M1 wires:
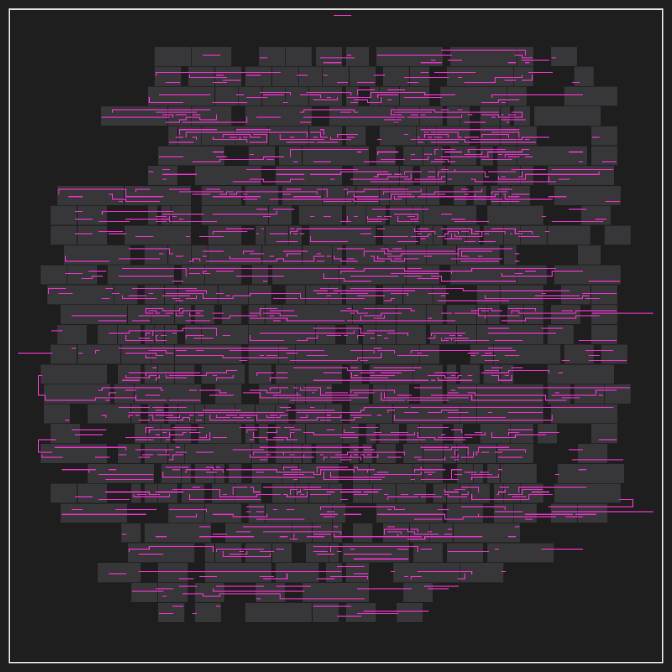
M2 wires:
Scale bar: 20 µm.
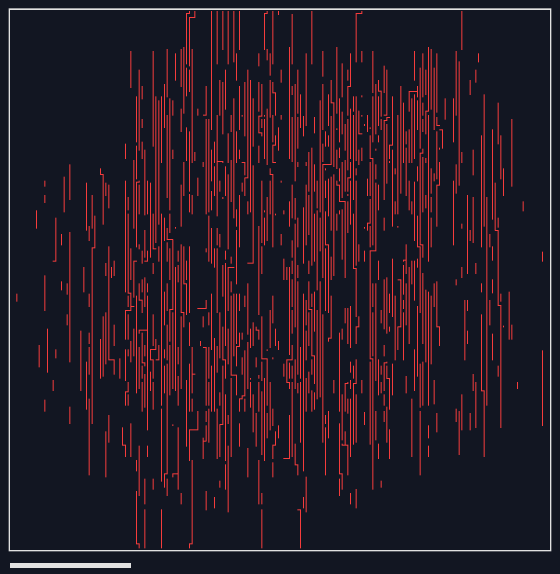
Metal 3:
Scale bar: 20 µm.
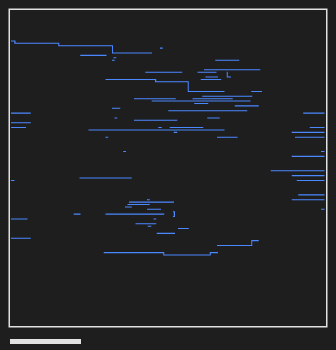
[src/rtl/uart_tx_ctrl_if.sv]
// Host-side byte handshake, frame format configuration and serial line of the UART transmitter.
// The master side is the byte source; the slave side is uart_tx_ctrl.
interface uart_tx_ctrl_if #(
    parameter int unsigned WIDTH     = 21,
    parameter int unsigned DATA_BITS = 8
);
    logic [WIDTH-1:0]     prescaler;
    logic                 parity_en;
    logic                 parity_odd;
    logic                 two_stop;
    logic [DATA_BITS-1:0] tx_data;
    logic                 tx_valid;
    logic                 tx_ready;
    logic                 tx;
    logic                 busy;
    logic                 frame_done;

    modport master (
        output prescaler, parity_en, parity_odd, two_stop, tx_data, tx_valid,
        input  tx_ready, tx, busy, frame_done
    );

    modport slave (
        input  prescaler, parity_en, parity_odd, two_stop, tx_data, tx_valid,
        output tx_ready, tx, busy, frame_done
    );
endinterface

[src/rtl/uart_tx_ctrl.sv]
// UART transmit controller: start bit, LSB-first data, optional parity, one or two stop bits.
// Bit timing comes from an internal counter that runs 0..limit, with limit latched when a byte is accepted.
module uart_tx_ctrl #(
    parameter int unsigned WIDTH     = 21,
    parameter int unsigned DATA_BITS = 8
) (
    input  logic           i_clk,
    input  logic           i_rst,
    uart_tx_ctrl_if.slave  bus
);
    localparam int unsigned IDX_W = $clog2(DATA_BITS);

    localparam logic [2:0] S_IDLE   = 3'd0;
    localparam logic [2:0] S_START  = 3'd1;
    localparam logic [2:0] S_DATA   = 3'd2;
    localparam logic [2:0] S_PARITY = 3'd3;
    localparam logic [2:0] S_STOP1  = 3'd4;
    localparam logic [2:0] S_STOP2  = 3'd5;

    logic [2:0]           r_state,    w_state_nxt;
    logic [WIDTH-1:0]     r_cnt,      w_cnt_nxt;
    logic [WIDTH-1:0]     r_limit,    w_limit_nxt;
    logic [DATA_BITS-1:0] r_shift,    w_shift_nxt;
    logic [IDX_W-1:0]     r_idx,      w_idx_nxt;
    logic                 r_par_en,   w_par_en_nxt;
    logic                 r_par_bit,  w_par_bit_nxt;
    logic                 r_two_stop, w_two_stop_nxt;
    logic                 r_tx,       w_tx_nxt;
    logic                 r_busy,     w_busy_nxt;
    logic                 r_done,     w_done_nxt;
    logic                 w_tick;

    // Tick on the last cycle of a bit; comparing for equality lets limit be all-ones without wrap.
    assign w_tick = (r_cnt == r_limit);

    assign bus.tx_ready   = (r_state == S_IDLE);
    assign bus.tx         = r_tx;
    assign bus.busy       = r_busy;
    assign bus.frame_done = r_done;

    always_ff @(posedge i_clk or posedge i_rst) begin
        if (i_rst) begin
            r_state    <= S_IDLE;
            r_cnt      <= '0;
            r_limit    <= '0;
            r_shift    <= '0;
            r_idx      <= '0;
            r_par_en   <= 1'b0;
            r_par_bit  <= 1'b0;
            r_two_stop <= 1'b0;
            r_tx       <= 1'b1;
            r_busy     <= 1'b0;
            r_done     <= 1'b0;
        end else begin
            r_state    <= w_state_nxt;
            r_cnt      <= w_cnt_nxt;
            r_limit    <= w_limit_nxt;
            r_shift    <= w_shift_nxt;
            r_idx      <= w_idx_nxt;
            r_par_en   <= w_par_en_nxt;
            r_par_bit  <= w_par_bit_nxt;
            r_two_stop <= w_two_stop_nxt;
            r_tx       <= w_tx_nxt;
            r_busy     <= w_busy_nxt;
            r_done     <= w_done_nxt;
        end
    end

    always_comb begin
        w_state_nxt    = r_state;
        w_cnt_nxt      = r_cnt;
        w_limit_nxt    = r_limit;
        w_shift_nxt    = r_shift;
        w_idx_nxt      = r_idx;
        w_par_en_nxt   = r_par_en;
        w_par_bit_nxt  = r_par_bit;
        w_two_stop_nxt = r_two_stop;
        w_tx_nxt       = r_tx;
        w_busy_nxt     = r_busy;
        w_done_nxt     = 1'b0;

        if (r_state == S_IDLE) begin
            // Accept: snapshot byte and format so later input changes cannot disturb the frame.
            if (bus.tx_valid) begin
                w_shift_nxt    = bus.tx_data;
                w_limit_nxt    = bus.prescaler;
                w_par_en_nxt   = bus.parity_en;
                w_par_bit_nxt  = (^bus.tx_data) ^ bus.parity_odd;
                w_two_stop_nxt = bus.two_stop;
                w_cnt_nxt      = '0;
                w_state_nxt    = S_START;
                w_tx_nxt       = 1'b0;
                w_busy_nxt     = 1'b1;
            end
        end else if (!w_tick) begin
            w_cnt_nxt = r_cnt + WIDTH'(1);
        end else begin
            w_cnt_nxt = '0;
            case (r_state)
                S_START: begin
                    w_state_nxt = S_DATA;
                    w_tx_nxt    = r_shift[0];
                    w_idx_nxt   = '0;
                end
                S_DATA: begin
                    if (r_idx == IDX_W'(DATA_BITS - 1)) begin
                        w_state_nxt = r_par_en ? S_PARITY : S_STOP1;
                        w_tx_nxt    = r_par_en ? r_par_bit : 1'b1;
                    end else begin
                        w_shift_nxt = r_shift >> 1;
                        w_tx_nxt    = r_shift[1];
                        w_idx_nxt   = r_idx + IDX_W'(1);
                    end
                end
                S_PARITY: begin
                    w_state_nxt = S_STOP1;
                    w_tx_nxt    = 1'b1;
                end
                S_STOP1: begin
                    if (r_two_stop) begin
                        w_state_nxt = S_STOP2;
                    end else begin
                        w_state_nxt = S_IDLE;
                        w_busy_nxt  = 1'b0;
                        w_done_nxt  = 1'b1;
                    end
                end
                S_STOP2: begin
                    w_state_nxt = S_IDLE;
                    w_busy_nxt  = 1'b0;
                    w_done_nxt  = 1'b1;
                end
                default: begin
                    w_state_nxt = S_IDLE;
                    w_tx_nxt    = 1'b1;
                    w_busy_nxt  = 1'b0;
                end
            endcase
        end
    end
endmodule

[src/flat_wrapper.sv]
// flat-port wrapper written by rule: the top's interface ports become plain ports
module uart_tx_ctrl_flat 
#(
    parameter int unsigned WIDTH     = 21,
    parameter int unsigned DATA_BITS = 8
)
  (i_clk, i_rst, bus_prescaler, bus_parity_en, bus_parity_odd, bus_two_stop, bus_tx_data, bus_tx_valid, bus_tx_ready, bus_tx, bus_busy, bus_frame_done);
  uart_tx_ctrl_if #(.WIDTH(WIDTH), .DATA_BITS(DATA_BITS)) bus_i ();
  input  logic i_clk;
  input  logic i_rst;
  input wire logic [$bits(bus_i.prescaler)-1:0] bus_prescaler;
  input wire logic [$bits(bus_i.parity_en)-1:0] bus_parity_en;
  input wire logic [$bits(bus_i.parity_odd)-1:0] bus_parity_odd;
  input wire logic [$bits(bus_i.two_stop)-1:0] bus_two_stop;
  input wire logic [$bits(bus_i.tx_data)-1:0] bus_tx_data;
  input wire logic [$bits(bus_i.tx_valid)-1:0] bus_tx_valid;
  output wire logic [$bits(bus_i.tx_ready)-1:0] bus_tx_ready;
  output wire logic [$bits(bus_i.tx)-1:0] bus_tx;
  output wire logic [$bits(bus_i.busy)-1:0] bus_busy;
  output wire logic [$bits(bus_i.frame_done)-1:0] bus_frame_done;
  assign bus_i.prescaler = bus_prescaler;
  assign bus_i.parity_en = bus_parity_en;
  assign bus_i.parity_odd = bus_parity_odd;
  assign bus_i.two_stop = bus_two_stop;
  assign bus_i.tx_data = bus_tx_data;
  assign bus_i.tx_valid = bus_tx_valid;
  assign bus_tx_ready = bus_i.tx_ready;
  assign bus_tx = bus_i.tx;
  assign bus_busy = bus_i.busy;
  assign bus_frame_done = bus_i.frame_done;
  uart_tx_ctrl #(.WIDTH(WIDTH), .DATA_BITS(DATA_BITS)) u_core (.i_clk(i_clk), .i_rst(i_rst), .bus(bus_i));
endmodule
[config.mk]
export PLATFORM = sky130hd
export DESIGN_NAME = uart_tx_ctrl_flat
export DESIGN_NICKNAME = d
export VERILOG_FILES = /design/src/rtl/uart_tx_ctrl_if.sv /design/src/rtl/uart_tx_ctrl.sv /design/src/flat_wrapper.sv
export SDC_FILE = /design/constraint.sdc
export NUM_CORES = 1
export LEC_CHECK = 0
export CAP_MARGIN = 20
export CORE_MARGIN = 4
export CORE_UTILIZATION = 50
export CTS_CLUSTER_SIZE = 16
export DETAILED_ROUTE_END_ITERATION = 12
export PLACE_DENSITY = 0.75
export SETUP_SLACK_MARGIN = 0.1
export SYNTH_ARGS = -nofsm -noshare
export SYNTH_HDL_FRONTEND = slang
export SYNTH_SLANG_ARGS = --single-unit
[constraint.sdc]
create_clock -name i_clk -period 1.8 [get_ports i_clk]
set_input_delay 0.27 -clock i_clk [delete_from_list [all_inputs] [get_ports i_clk]]
set_output_delay 0.27 -clock i_clk [all_outputs]
set_load 0.02 [all_outputs]
==> ci_impl_report.md <==
## PnR job results

| Metric | Value |
|---|---|
| Status | `complete, but fails checks` |
| Violated checks | `setup timing` |
| Clk buf depth | `2` |
| Largest regs | `u_core.r_cnt: 21 flops, u_core.r_limit: 21 flops, u_core.r_shift: 8 flops` |
| FFs w/ async S/R, synth | `100%` |
| FP Util | `between 50% and 60%` |
| Worst hold margin | `between 0.3 and 0.4 ns` |
| CP max FO | `10` |
| Port Buf Inserts | `38` |
| Post-synth area from yosys stat | `between 3000 and 4000 µm²` |
| Logic cell area | `a little under 2000 µm²` |
| Final setup fails | `38` |
| Largest net degree at the start of global routing | `around 63` |
| Power after layout | `2.65 mW` |
| Met1 WL | `roughly 3600 µm` |
| Flop share of the area | `~33%` |
| Max VDD drop | `roughly 0.00059 V` |
| Clock tree cell share of total cell area | `roughly 3.6%` |
| R2R depth | `7` |
| Comb pwr share | `slightly below 6%` |
| Synth top cells by count | `dfrtp_1, xnor2_1, nand2_1, mux2_2, nand3_1` |
| #MultiIn Comb | `around 230` |
| Top Ports | `39` |
| CP required | `2.07 ns` |
| CP Capture Type | `register` |
| Area growth, synth to finish | `44.3%` |
| Top cells by area | `dfrtp_1, mux2_2, xnor2_1` |
| Clock power frac | `41.5%` |
| Post-placement cell area | `around 4100 µm²` |
| Fmax | `~470 MHz` |
| Place WS | `-0.269 ns` |
| Root buf cell | `clkbuf_8` |
| Top-count cell post-synth | `dfrtp_1` |
| Critical path data arrival time | `around 2.4 ns` |
| First-pass GRT wire length | `around 14000 µm` |
| Setup crit start | `u_core.r_cnt[0]` |
| Max incr delay on CP | `~0.42 ns` |
| Commonest flop | `dfrtp_1` |
| Clock transition at path regs | `about 0.070 ns` |
| DR WL met3 | `534 µm` |
| Yosys reg bits | `62` |
| DP Cell Count | `about 470` |
| Fin nets | `approximately 460` |
| Cts hold-fix bufs | `0` |
| Pleak | `between 2 and 2.5 nW` |
| Pins Over Slew Limit | `0` |
| GRT Max-Usage Layer | `met2` |
| Gr ovfl total | `0` |
| Startpoint Class | `register` |
| Flip-flops | `62` |
| H-tree Lvls | `3` |
| Relative slew slack | `between 50% and 60%` |
| Worst hold path type | `in2async` |
| Routability congestion estimate | `between 0.8 and 0.9` |
| Clock buffers | `15` |
| Cell accounting for the most synthesized area | `dfrtp_1` |
| DP HPWL | `about 5500 µm` |
| Final Worst Setup Slack | `-0.320 ns` |
| Post-route clock period utilization | `118%` |
| Worst r2r src | `u_core.r_cnt[0]` |
| Synth cell types | `48` |
| TritonRoute pass-1 iters | `4` |
| Tool Warnings | `29` |
| Vias in the first global route | `roughly 2900` |
| Layout non-clock buf frac | `a little under a fifth` |
| RSZ-0062 raised after global routing | `yes` |
| Syn_nets | `around 360` |
| CTS tree | `done` |
| Synthesized area | `approximately 3300 µm²` |
| Reg2reg setup slack | `-0.32 ns` |
| Reg2reg end | `u_core.r_idx[1]` |
| Worst slew pin tran | `a little under 0.7 ns` |
| Fin Setup TNS | `-8.41 ns` |
| Worst Setup Path Type | `reg2reg` |
| Initial antenna violation count | `0` |
| Num tapcells | `slightly below 80` |
| Inserted Diodes | `0` |
| Post-CTS Setup Repair Bufs | `10` |
| Tmin final | `~2.1 ns` |
| Fill cells | `between 400 and 500` |
| Multi-input gate share of total cell area | `around two fifths` |
| DR top layer | `met4` |
| Total core area | `~6400 µm²` |
| Crit-path cells | `xnor2_1, nand3_1, nor4_4, nand2_1, buf_6, or3_4, o21ai_2` |
| DRC | `0` |
| Synth Seq Share | `about 47%` |
| First DRT Iteration DRCs | `157` |
| Post-synth EDFFs | `0` |
| GRT Overall Usage | `approximately 23%` |
| Switching fraction of total power | `roughly 22%` |
| Die Area | `roughly 8000 µm²` |
| Largest class | `combinational gates` |
| Met2 WL post-DR | `roughly 4200 µm` |
| Nonclk buf count | `roughly 100` |
| Synth Warn # | `0` |
| Finished Core Util | `between 70% and 80%` |
| Clock Skew | `around 0.0086 ns` |
| Die W | `89.3 µm` |
| Via density | `5.82` |
| Sinks on Clock Net | `between 60 and 70` |
| Share of cells above drive strength 1 | `39.5%` |
| Internal | `around 2.1 mW` |
| Mean Syn Cell Area | `approximately 10 µm²` |
| Area share, top type | `46.2%` |
| Cell count after synthesis | `about 320` |
| Inverter count | `14` |
| Final antenna-violating net count | `0` |
| Cell area after layout | `about 4800 µm²` |
| Final Non-Filler Cells | `roughly 500` |
| Final hold violations | `0` |
| Site Rows | `29` |
| # Cells Yosys | `between 300 and 400` |
| DR WL/cell | `about 17 µm` |
| Reg power frac | `52.7%` |
| Post-cts gate resize count | `around 54` |
| Power Dens Cells | `~550 nW/µm²` |
| Die H | `89.3 µm` |
| FF/Latch Area | `~1600 µm²` |
| CTS Buf Count | `9` |
| Critical path endpoint | `u_core.r_idx[1]` |
| Crit path max-delay cell type | `dfrtp_1` |
| Latency at later pin | `around 0.35 ns` |
| # Max-Cap Violations | `0` |
| Sw Pwr | `between 500 and 600 µW` |
## Picture notes: 'M1 wires'
- nets with wire on the layer: 414
- wire length on this layer: 3570 µm
- longest straight run: 27.6 µm
- share of all routed wire: 42%
- main direction: horizontal
via count: 2912
final WL: 8570 µm
M1 GR Usage: 28.9%

## Picture notes: 'M2 wires'
- wire length on this layer: 4240 µm
- longest straight run: 34.3 µm
GR met2 Demand/Resource: 36.3%

## Picture notes: 'metal 3'
- longest straight run: 38.2 µm
- share of all routed wire: 6.2%
- nets with wire on the layer: 47
GR Util met3: 4.79%

[cells in the final DEF, fill, tap and decap left out, types with 3 or more instances in the layout]
master / count
and3_1: 5
a2bb2oi_2: 6
inv_1: 12
a21oi_1: 7
a221o_1: 3
nor3_1: 4
xor2_1: 4
xnor2_2: 7
nand3_1: 13
mux2_2: 23
or3_1: 7
clkdlybuf4s50_1: 36
clkbuf_1: 4
dfrtp_1: 60
nand2_1: 21
or3_4: 3
o21ai_1: 7
nor3_4: 3
clkbuf_8: 11
buf_6: 11
nand2_2: 3
and3_4: 3
a22o_1: 5
a21oi_2: 5
nand4_1: 9
xnor2_1: 20
o22ai_2: 6
nor2_1: 8
o21ai_2: 6
buf_4: 51
o21ai_0: 5
nand3_2: 3
[cell families (layout without fill, tap and decap cells)]
kind of cell | after synthesis | in the layout | synth area share [%]
adders and majority gates | 3 | 3 | 1.14
DFF | 62 | 62 | 47.0
AOI/OAI and AO/OA | 72 | 74 | 14.7
muxes | 23 | 23 | 7.83
buffers and inverters | 32 | 131 | 4.73
xor gates and xnor gates | 31 | 31 | 8.44
and+or+nand+nor | 99 | 99 | 16.2
[power groups by stage]
| stage | Combinational [mW] | Clock (mW) | Sequential [mW] |
|---|---|---|---|
| after CTS | 0.155 | 1.12 | 1.39 |
| final | 0.154 | 1.10 | 1.39 |
| after global placement | 0.151 | 0 | 1.42 |
| after floorplan | 0.0551 | 0 | 1.42 |
| after detailed placement | 0.153 | 0 | 1.42 |
| after global routing | 0.168 | 1.18 | 1.39 |
[worst max-delay path, delay by kind of cell, from the launching register on]
family / cells / cell delay (ns)
DFF: 1 / 0.42
AOI/OAI and AO/OA: 1 / 0.15
xor gates and xnor gates: 1 / 0.33
buffers and inverters: 1 / 0.17
and+or+nand+nor: 4 / 0.99
Power and IR drop assume default switching activity.
